**src/rtl/load_store_unit.sv**
```systemverilog
// Load/store unit: turns one pipeline load/store request into a single memory
// transaction and returns one writeback response with exception information.
module load_store_unit #(
    parameter int TIMEOUT       = 255,
    parameter int TIMEOUT__LOG2 = 8
) (
    input  logic        clk,
    input  logic        rst,
    input  logic        req__valid,
    output logic        req__ready,
    input  logic        req__we,
    input  logic [2:0]  req__funct3,
    input  logic [63:0] req__base,
    input  logic [11:0] req__offset,
    input  logic [63:0] req__data,
    input  logic [4:0]  req__rd,
    output logic        cpu_to_mem__valid,
    output logic        cpu_to_mem__we,
    output logic [63:0] cpu_to_mem__addr,
    output logic [2:0]  cpu_to_mem__dtype,
    output logic [63:0] cpu_to_mem__data,
    input  logic        mem_to_cpu__valid,
    input  logic        mem_to_cpu__error,
    input  logic [63:0] mem_to_cpu__data,
    output logic        rsp__valid,
    input  logic        rsp__ready,
    output logic [63:0] rsp__data,
    output logic [4:0]  rsp__rd,
    output logic        rsp__exc,
    output logic [3:0]  rsp__cause,
    output logic [63:0] rsp__tval
);

    typedef enum logic [1:0] {IDLE, ISSUE, WAIT, RESP} state_t;

    localparam logic [TIMEOUT__LOG2-1:0] TO_LAST = TIMEOUT__LOG2'(TIMEOUT - 1);

    localparam logic [3:0] CAUSE_ILLEGAL   = 4'd2;
    localparam logic [3:0] CAUSE_LD_FAULT  = 4'd4;
    localparam logic [3:0] CAUSE_LD_TMO    = 4'd5;
    localparam logic [3:0] CAUSE_ST_FAULT  = 4'd6;
    localparam logic [3:0] CAUSE_ST_TMO    = 4'd7;

    state_t                    state_q, state_d;
    logic [TIMEOUT__LOG2-1:0]  cnt_q, cnt_d;
    logic                      we_q, we_d;
    logic [4:0]                rd_q, rd_d;
    logic [63:0]               data_q, data_d;
    logic [2:0]                dtype_q, dtype_d;
    logic [63:0]               addr_q, addr_d;
    logic [63:0]               rsp_data_q, rsp_data_d;
    logic                      exc_q, exc_d;
    logic [3:0]                cause_q, cause_d;
    logic [63:0]               tval_q, tval_d;

    logic [2:0]                dec_dtype;
    logic                      dec_legal;
    logic [63:0]               eff_addr;

    // Stores only have the unsigned-free encodings 000..011; funct3 1xx is a load-only extension.
    always_comb begin
        dec_dtype = 3'd0;
        dec_legal = 1'b1;
        case (req__funct3)
            3'b011: dec_dtype = 3'd0;
            3'b010: dec_dtype = 3'd1;
            3'b001: dec_dtype = 3'd3;
            3'b000: dec_dtype = 3'd5;
            3'b110: begin dec_dtype = 3'd2; dec_legal = !req__we; end
            3'b101: begin dec_dtype = 3'd4; dec_legal = !req__we; end
            3'b100: begin dec_dtype = 3'd6; dec_legal = !req__we; end
            default: dec_legal = 1'b0;
        endcase
    end

    assign eff_addr = req__base + {{52{req__offset[11]}}, req__offset};

    always_comb begin
        // NOTE: every next-state variable is defaulted to its current value first so no latch can be inferred.
        state_d    = state_q;
        cnt_d      = cnt_q;
        we_d       = we_q;
        rd_d       = rd_q;
        data_d     = data_q;
        dtype_d    = dtype_q;
        addr_d     = addr_q;
        rsp_data_d = rsp_data_q;
        exc_d      = exc_q;
        cause_d    = cause_q;
        tval_d     = tval_q;

        case (state_q)
            IDLE: begin
                if (req__valid) begin
                    we_d    = req__we;
                    rd_d    = req__rd;
                    data_d  = req__data;
                    dtype_d = dec_dtype;
                    addr_d  = eff_addr;
                    if (dec_legal) begin
                        state_d = ISSUE;
                    end else begin
                        state_d    = RESP;
                        rsp_data_d = 64'd0;
                        exc_d      = 1'b1;
                        cause_d    = CAUSE_ILLEGAL;
                        tval_d     = 64'd0;
                    end
                end
            end
            ISSUE: begin
                state_d = WAIT;
                cnt_d   = '0;
            end
            WAIT: begin
                // A response arriving on the timeout cycle still wins.
                if (mem_to_cpu__valid) begin
                    state_d = RESP;
                    if (mem_to_cpu__error) begin
                        rsp_data_d = 64'd0;
                        exc_d      = 1'b1;
                        cause_d    = we_q ? CAUSE_ST_FAULT : CAUSE_LD_FAULT;
                        tval_d     = addr_q;
                    end else begin
                        rsp_data_d = we_q ? 64'd0 : mem_to_cpu__data;
                        exc_d      = 1'b0;
                        cause_d    = 4'd0;
                        tval_d     = 64'd0;
                    end
                end else if (cnt_q == TO_LAST) begin
                    state_d    = RESP;
                    rsp_data_d = 64'd0;
                    exc_d      = 1'b1;
                    cause_d    = we_q ? CAUSE_ST_TMO : CAUSE_LD_TMO;
                    tval_d     = addr_q;
                end else begin
                    cnt_d = cnt_q + 1'b1;
                end
            end
            RESP: begin
                if (rsp__ready) state_d = IDLE;
            end
            default: state_d = IDLE;
        endcase
    end

    // NOTE: sequential state uses non-blocking assignments only, so all registers update together at the edge.
    always_ff @(posedge clk or negedge rst) begin
        if (!rst) begin
            state_q    <= IDLE;
            cnt_q      <= '0;
            we_q       <= 1'b0;
            rd_q       <= 5'd0;
            data_q     <= 64'd0;
            dtype_q    <= 3'd0;
            addr_q     <= 64'd0;
            rsp_data_q <= 64'd0;
            exc_q      <= 1'b0;
            cause_q    <= 4'd0;
            tval_q     <= 64'd0;
        end else begin
            state_q    <= state_d;
            cnt_q      <= cnt_d;
            we_q       <= we_d;
            rd_q       <= rd_d;
            data_q     <= data_d;
            dtype_q    <= dtype_d;
            addr_q     <= addr_d;
            rsp_data_q <= rsp_data_d;
            exc_q      <= exc_d;
            cause_q    <= cause_d;
            tval_q     <= tval_d;
        end
    end

    assign req__ready        = (state_q == IDLE);
    assign cpu_to_mem__valid = (state_q == ISSUE);
    assign cpu_to_mem__we    = we_q;
    assign cpu_to_mem__addr  = addr_q;
    assign cpu_to_mem__dtype = dtype_q;
    assign cpu_to_mem__data  = data_q;

    assign rsp__valid = (state_q == RESP);
    assign rsp__data  = rsp_data_q;
    assign rsp__rd    = rd_q;
    assign rsp__exc   = exc_q;
    assign rsp__cause = cause_q;
    assign rsp__tval  = tval_q;

endmodule
```
**config.mk**
```make
export PLATFORM = sky130hd
export DESIGN_NAME = load_store_unit
export DESIGN_NICKNAME = d
export VERILOG_FILES = /design/src/rtl/load_store_unit.sv
export SDC_FILE = /design/constraint.sdc
export NUM_CORES = 1
export LEC_CHECK = 0
export CORE_AREA = 2 2 192 194
export DETAILED_ROUTE_END_ITERATION = 10
export DIE_AREA = 0 0 194 196
export MAX_ROUTING_LAYER = met4
export PLACE_DENSITY = 0.72
export SYNTH_ARGS = -nofsm -noshare
export SYNTH_HDL_FRONTEND = slang
export SYNTH_SLANG_ARGS = --single-unit
export TNS_END_PERCENT = 50
```
**constraint.sdc**
```tcl
create_clock -name clk -period 3.25 [get_ports clk]
set_input_delay 0.325 -clock clk [delete_from_list [all_inputs] [get_ports clk]]
set_output_delay 0.325 -clock clk [all_outputs]
set_load 0.01 [all_outputs]
```
**Run 1: gate families picked out**

Scale: 2 px per um.
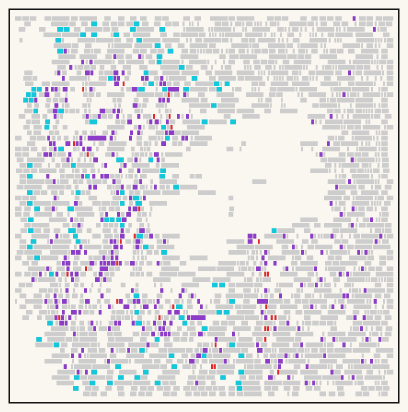
[aoi and oai cells] purple | cells: 316 | where: spread over the die
[non-inverting ao/oa cells] cyan | cells: 115
[inv cells] red | cells: 31
Post-Layout Cell Count: 2688
top logic cell by instance count in the layout: clkdlybuf4s50_1
Comb/total area: 31.8%

**Run 1: nets reached from selected ports**

Scale: 2 px per um.
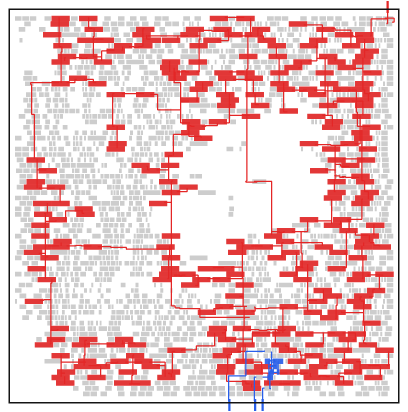
[rst] red | direction: input | edge: top | end cells: 279 | buffers: 6 | wire: 2380 um
[req__funct3] blue | direction: input | edge: bottom | end cells: 7 | buffers: 3 | wire: 116 um
Buffers on Ports: 490
I/O pin total: 492

**Run 1: clock wires, drivers and flops**

Scale: 2 px per um.
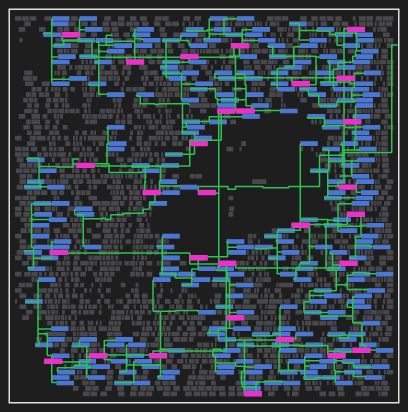
[clock-net drivers] magenta | count: 29
[clock wires] green | length: 3710 um
[flip-flops] blue | count: 279
flops lie: spread over the die
P_clk: 3.23 mW
Clock Skew: 12.9 ps
clk ins delay skew pair: 550 ps
Clock Power Share: 20.6%

**Run 1: track usage over the die**

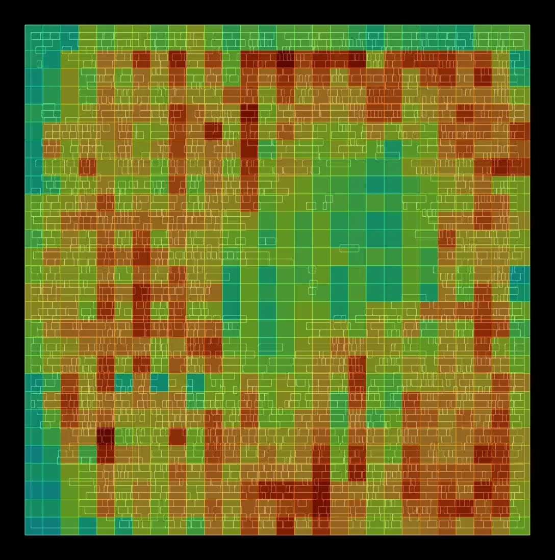
Global Route Usage Sum: 27.2%
final core utilization: 60.1%
layer with the highest usage: met2
met1 Usage GRT: 34.5%
routed len/inst: 19.2 um

==> results.json, run 1 <==
{
  "xor_area_share_pct": 3.63,
  "ys_ff": 279,
  "antenna_left": 0,
  "r2r_setup_slack_ps": 970,
  "start_kind": "primary input",
  "grt_first_pass_wirelength_um": 79600,
  "final_area_um2": 21700,
  "dpl-instance-area_um2": 20800,
  "worstSetupEndpointType": "flip-flop",
  "worst_pin_slew_ps": 815,
  "reg2reg_depth": 7,
  "fin_crit_sh_pct": 96.2,
  "core_um2": 36100,
  "dieHeight_um": 196,
  "cts_setup_buffers": 0,
  "area_leaders": "dfrtp_1 (49%), nand2_1 (13%), ha_1 (6.1%)",
  "timing.rr.end": "rsp__data[25]",
  "rsz0062_at_grt": "yes",
  "die_area_um2": 38000,
  "drtIter0Drc": 876,
  "status": "finished clean",
  "cts_tree": "built",
  "r2r_start": "state_q[0]",
  "synth_area_um2": 14300,
  "clock_path_buffers": 3,
  "hp-start": "req__data[20]",
  "cts.root.buffer_cell": "clkbuf_16",
  "hold_depth": 3,
  "hold_slack_ps": 311,
  "ys_seq_share_pct": 49.0,
  "place_congestion": 0.938,
  "grt_pass1_vias": 13894,
  "cp_max_fo": 3,
  "yosysWarningCount": 0,
  "yosys_most_used_dff": "dfrtp_1",
  "slew_headroom_pct": 45.7,
  "lay_top_cells": "clkdlybuf4s50_1 (488), nand2_1 (487), dfrtp_1 (279), o21ai_0 (162), buf_4 (154)",
  "required_ps": 3720,
  "simple_gate_area_share_pct": 18.6,
  "numCtsBuffers": 29,
  "place_inst": 2638,
  "hold_end": "cpu_to_mem__data[20]",
  "p_leak_nw": 9.89,
  "drive_gt1_share_pct": 10.3,
  "htree_levels": 1,
  "setup_violations": 0,
  "powerDensity_nw_per_um2": 723,
  "grt_overflow": 0,
  "grt_max_degree": 133,
  "warnings": 33,
  "fp_util_pct": 39.5,
  "ys_sh_aoi_pct": 19.4,
  "firstDrtPassIters": 5,
  "fin_nets": 2491,
  "rows": 70,
  "ys_cells": 1602,
  "hold_path_class": "in2reg",
  "avgViaCountPerCell": 5.26,
  "antenna_found_initial": 1,
  "logic_family": "AND-OR/OR-AND gates",
  "synth_cells": 1602,
  "finalSetupTns_ps": 0,
  "worstSetupStartpoint": "req__base[0]",
  "min_period_ps": 3130,
  "area_growth_pct": 52.1,
  "synth.area.mux_share_pct": 0.0790,
  "synth-edff-count": 0,
  "cts_resized": 0,
  "drv_cap": 0,
  "vias": 14128,
  "crit_path_end": "cpu_to_mem__addr[62]",
  "hpwl_um": 39900,
  "path_class": "in2reg",
  "ys_chip_area_um2": 14300,
  "ys_async_sr_fraction_pct": 100,
  "yosysUniqueCellTypes": 67,
  "common_cells": "nand2_1 (488), dfrtp_1 (279), o21ai_0 (163)"
}
## run 1: per-stage QoR
stage               utilization (%)  setup slack, ps
floorplan                         -              263
global placement               57.5             -467
detailed placement             57.5             -542
CTS                            60.0             50.3
global route                   60.1             8.86
finish                         60.1              125
## run 1: cell families after synthesis
kind of cell,count (synthesis)
AND/OR/NAND/NOR,647
XOR/XNOR,59
adder cells (fa/ha/maj),70
other,1
flip-flops,279
AND-OR/OR-AND,431
multiplexers,1
buffers and inverters,114
## run 1: registers in the layout, summed over array words and instances, names as in the netlist, 2 cells and up
signal / cells
cpu_to_mem__data: 64
rsp__cause: 3
rsp__rd: 5
rsp__data: 64
cpu_to_mem__addr: 64
state_q: 2
rsp__tval: 64
cnt_q: 8
cpu_to_mem__dtype: 3
## run 1: layer usage
| layer | vias up | share of wire [%] | track usage, % |
|---|---|---|---|
| li1 | 6708 | - | - |
| met1 | 6823 | 42 | 34.5 |
| met2 | 511 | 49 | 45.0 |
| met3 | 86 | 6.0 | 3.95 |
| met4 | 0 | 3.5 | 9.15 |
| met5 | - | 0 | - |
## run 1: report_power, final
group / total (mW) / switching (mW) / internal [mW]
clock: 3.23 / 1.35 / 1.88
sequential: 5.48 / 0.852 / 4.63
combinational: 6.96 / 3.55 / 3.41
## run 1: worst max-delay path: stages
cell             delay, ps
clkdlybuf4s50_1        460
ha_1                   200
inv_1                   70
fa_1                   380
nand2b_1               170
a21oi_2                220
o221ai_1               200
buf_4                  180
a211o_1                280
a211oi_1               250
buf_4                  170
nor2_1                  40
a21oi_1                210
a221oi_1               130
xor2_1                 150
o21ai_0                140
## run 1: area by class of cell
type	count	area (um^2)
clock inverter	4	70.1
clock buffer	44	822
tap	468	586
sequential	279	6980
inverter	31	116
antenna	1	2.50
fill	3135	14400
timing repair buffer	652	6210
multi-input combinational	1209	6890
==> run 1 -> run 2 <==
- ABC_CLOCK_PERIOD_IN_PS: unset -> 3250
**Run 2: gate families picked out**

Scale: 2 px per um.
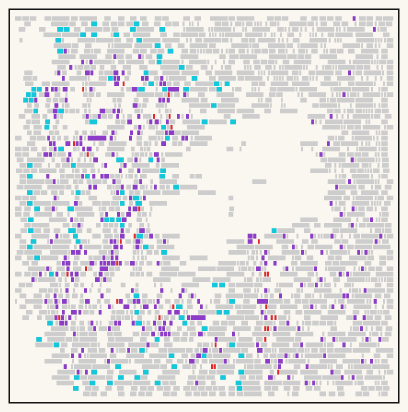
[non-inverting ao/oa cells] cyan | cells: 115
[inv cells] red | cells: 31
[aoi and oai cells] purple | cells: 316 | where: spread over the die

==> run 2 against run 1 <==
Global-route usage unchanged. Non-clock buffer count unchanged. Flip-flop count is the same. Clock power is essentially flat. Sequential share of layout area unchanged. Worst setup slack unchanged. Combinational power about the same. Clock-buffer cell count stayed put. Routed wire length unchanged. Die size unchanged. Utilization unchanged. Sequential power about the same. Critical path type unchanged.
==> results.json, run 2 <==
{
  "io_buffer_count": 490,
  "grt_overflow": 0,
  "fp_util_pct": 39.5,
  "place_ws_ps": -542,
  "die_area_um2": 38000,
  "largestClassByArea": "flip-flops and latches",
  "area_growth_pct": 52.1,
  "min_period_ps": 3130,
  "critPathMaxStageDelay_ps": 460,
  "reg2reg_depth": 7,
  "clock_skew_ps": 12.9,
  "synth_cells": 1602,
  "seq_share_pct": 32.2,
  "hold_path_class": "in2reg",
  "p_seq_mw": 5.48,
  "cts.root.buffer_cell": "clkbuf_16",
  "crit_top_cell": "buf_4",
  "grt_first_pass_wirelength_um": 79600,
  "firstDrtPassIters": 5,
  "crit_path_end": "cpu_to_mem__addr[62]",
  "setup_violations": 0,
  "r2r_setup_slack_ps": 970,
  "cp_max_fo": 3,
  "comb_share_pct": 31.8,
  "grt.total_usage_pct": 27.2,
  "final_core_util_pct": 60.1,
  "drtIter0Drc": 876,
  "power_clock_mw": 3.23,
  "clock_path_buffers": 3,
  "p_int_mw": 9.92,
  "yosysWarningCount": 0,
  "htree_levels": 1,
  "core_um2": 36100,
  "pwr-share-comb_pct": 44.4,
  "synth_area_um2": 14300,
  "avgRoutedWirePerCell_um": 19.2,
  "powerComb_mw": 6.96,
  "ios": 492,
  "fin_ws_ps": 125,
  "status": "finished clean"
}
-- run 2: cell counts in the layout (fill, tap and decap cells not counted) --
No cell type changed its count.
-- run 2: layer usage --
metal,vias to the layer above,track usage [%],share of wire (%)
li1,6708,-,-
met1,6823,34.5,42
met3,86,3.95,6.0
met5,-,-,0
met4,0,9.15,3.5
met2,511,45.0,49
-- run 2: worst min-delay path by stage --
stage / startpoint / endpoint / slack, ps / depth (start not counted)
floorplan: rst / cnt_q[0] / 30 / 0
global placement: rst / rsp__data[29] / 400 / 1
detailed placement: rst / rsp__data[29] / 420 / 1
CTS: req__data[20] / cpu_to_mem__data[20] / 280 / 3
global route: req__data[25] / cpu_to_mem__data[25] / 300 / 3
finish: req__data[20] / cpu_to_mem__data[20] / 310 / 3
-- run 2: worst max-delay path: cells and delay by family --
| family | cells | cell delay [ps] |
|---|---|---|
| xor+xnor | 1 | 150 |
| buf+inv | 4 | 880 |
| simple gates | 2 | 210 |
| fa+ha+maj | 2 | 580 |
| compound gates | 7 | 1430 |
-- run 2: logic make-up after synthesis --
| logic type | synth area share, % |
|---|---|
| AND-OR/OR-AND | 19.4 |
| adder cells (fa/ha/maj) | 6.20 |
| AND/OR/NAND/NOR | 18.6 |
| XOR/XNOR | 3.63 |
| flip-flops | 49.0 |
| other | 0.0263 |
| buffers and inverters | 3.06 |
| multiplexers | 0.0790 |
-- run 2: timing repair --
item / in CTS / in global routing
endpoints found under the hold margin: 91 / 0
buffers inserted: 0 / 0
hold buffers: 1 / 0
endpoints found under the setup margin: 0 / 10
resized: 0 / 4
Power is estimated from default activity; no workload was simulated.
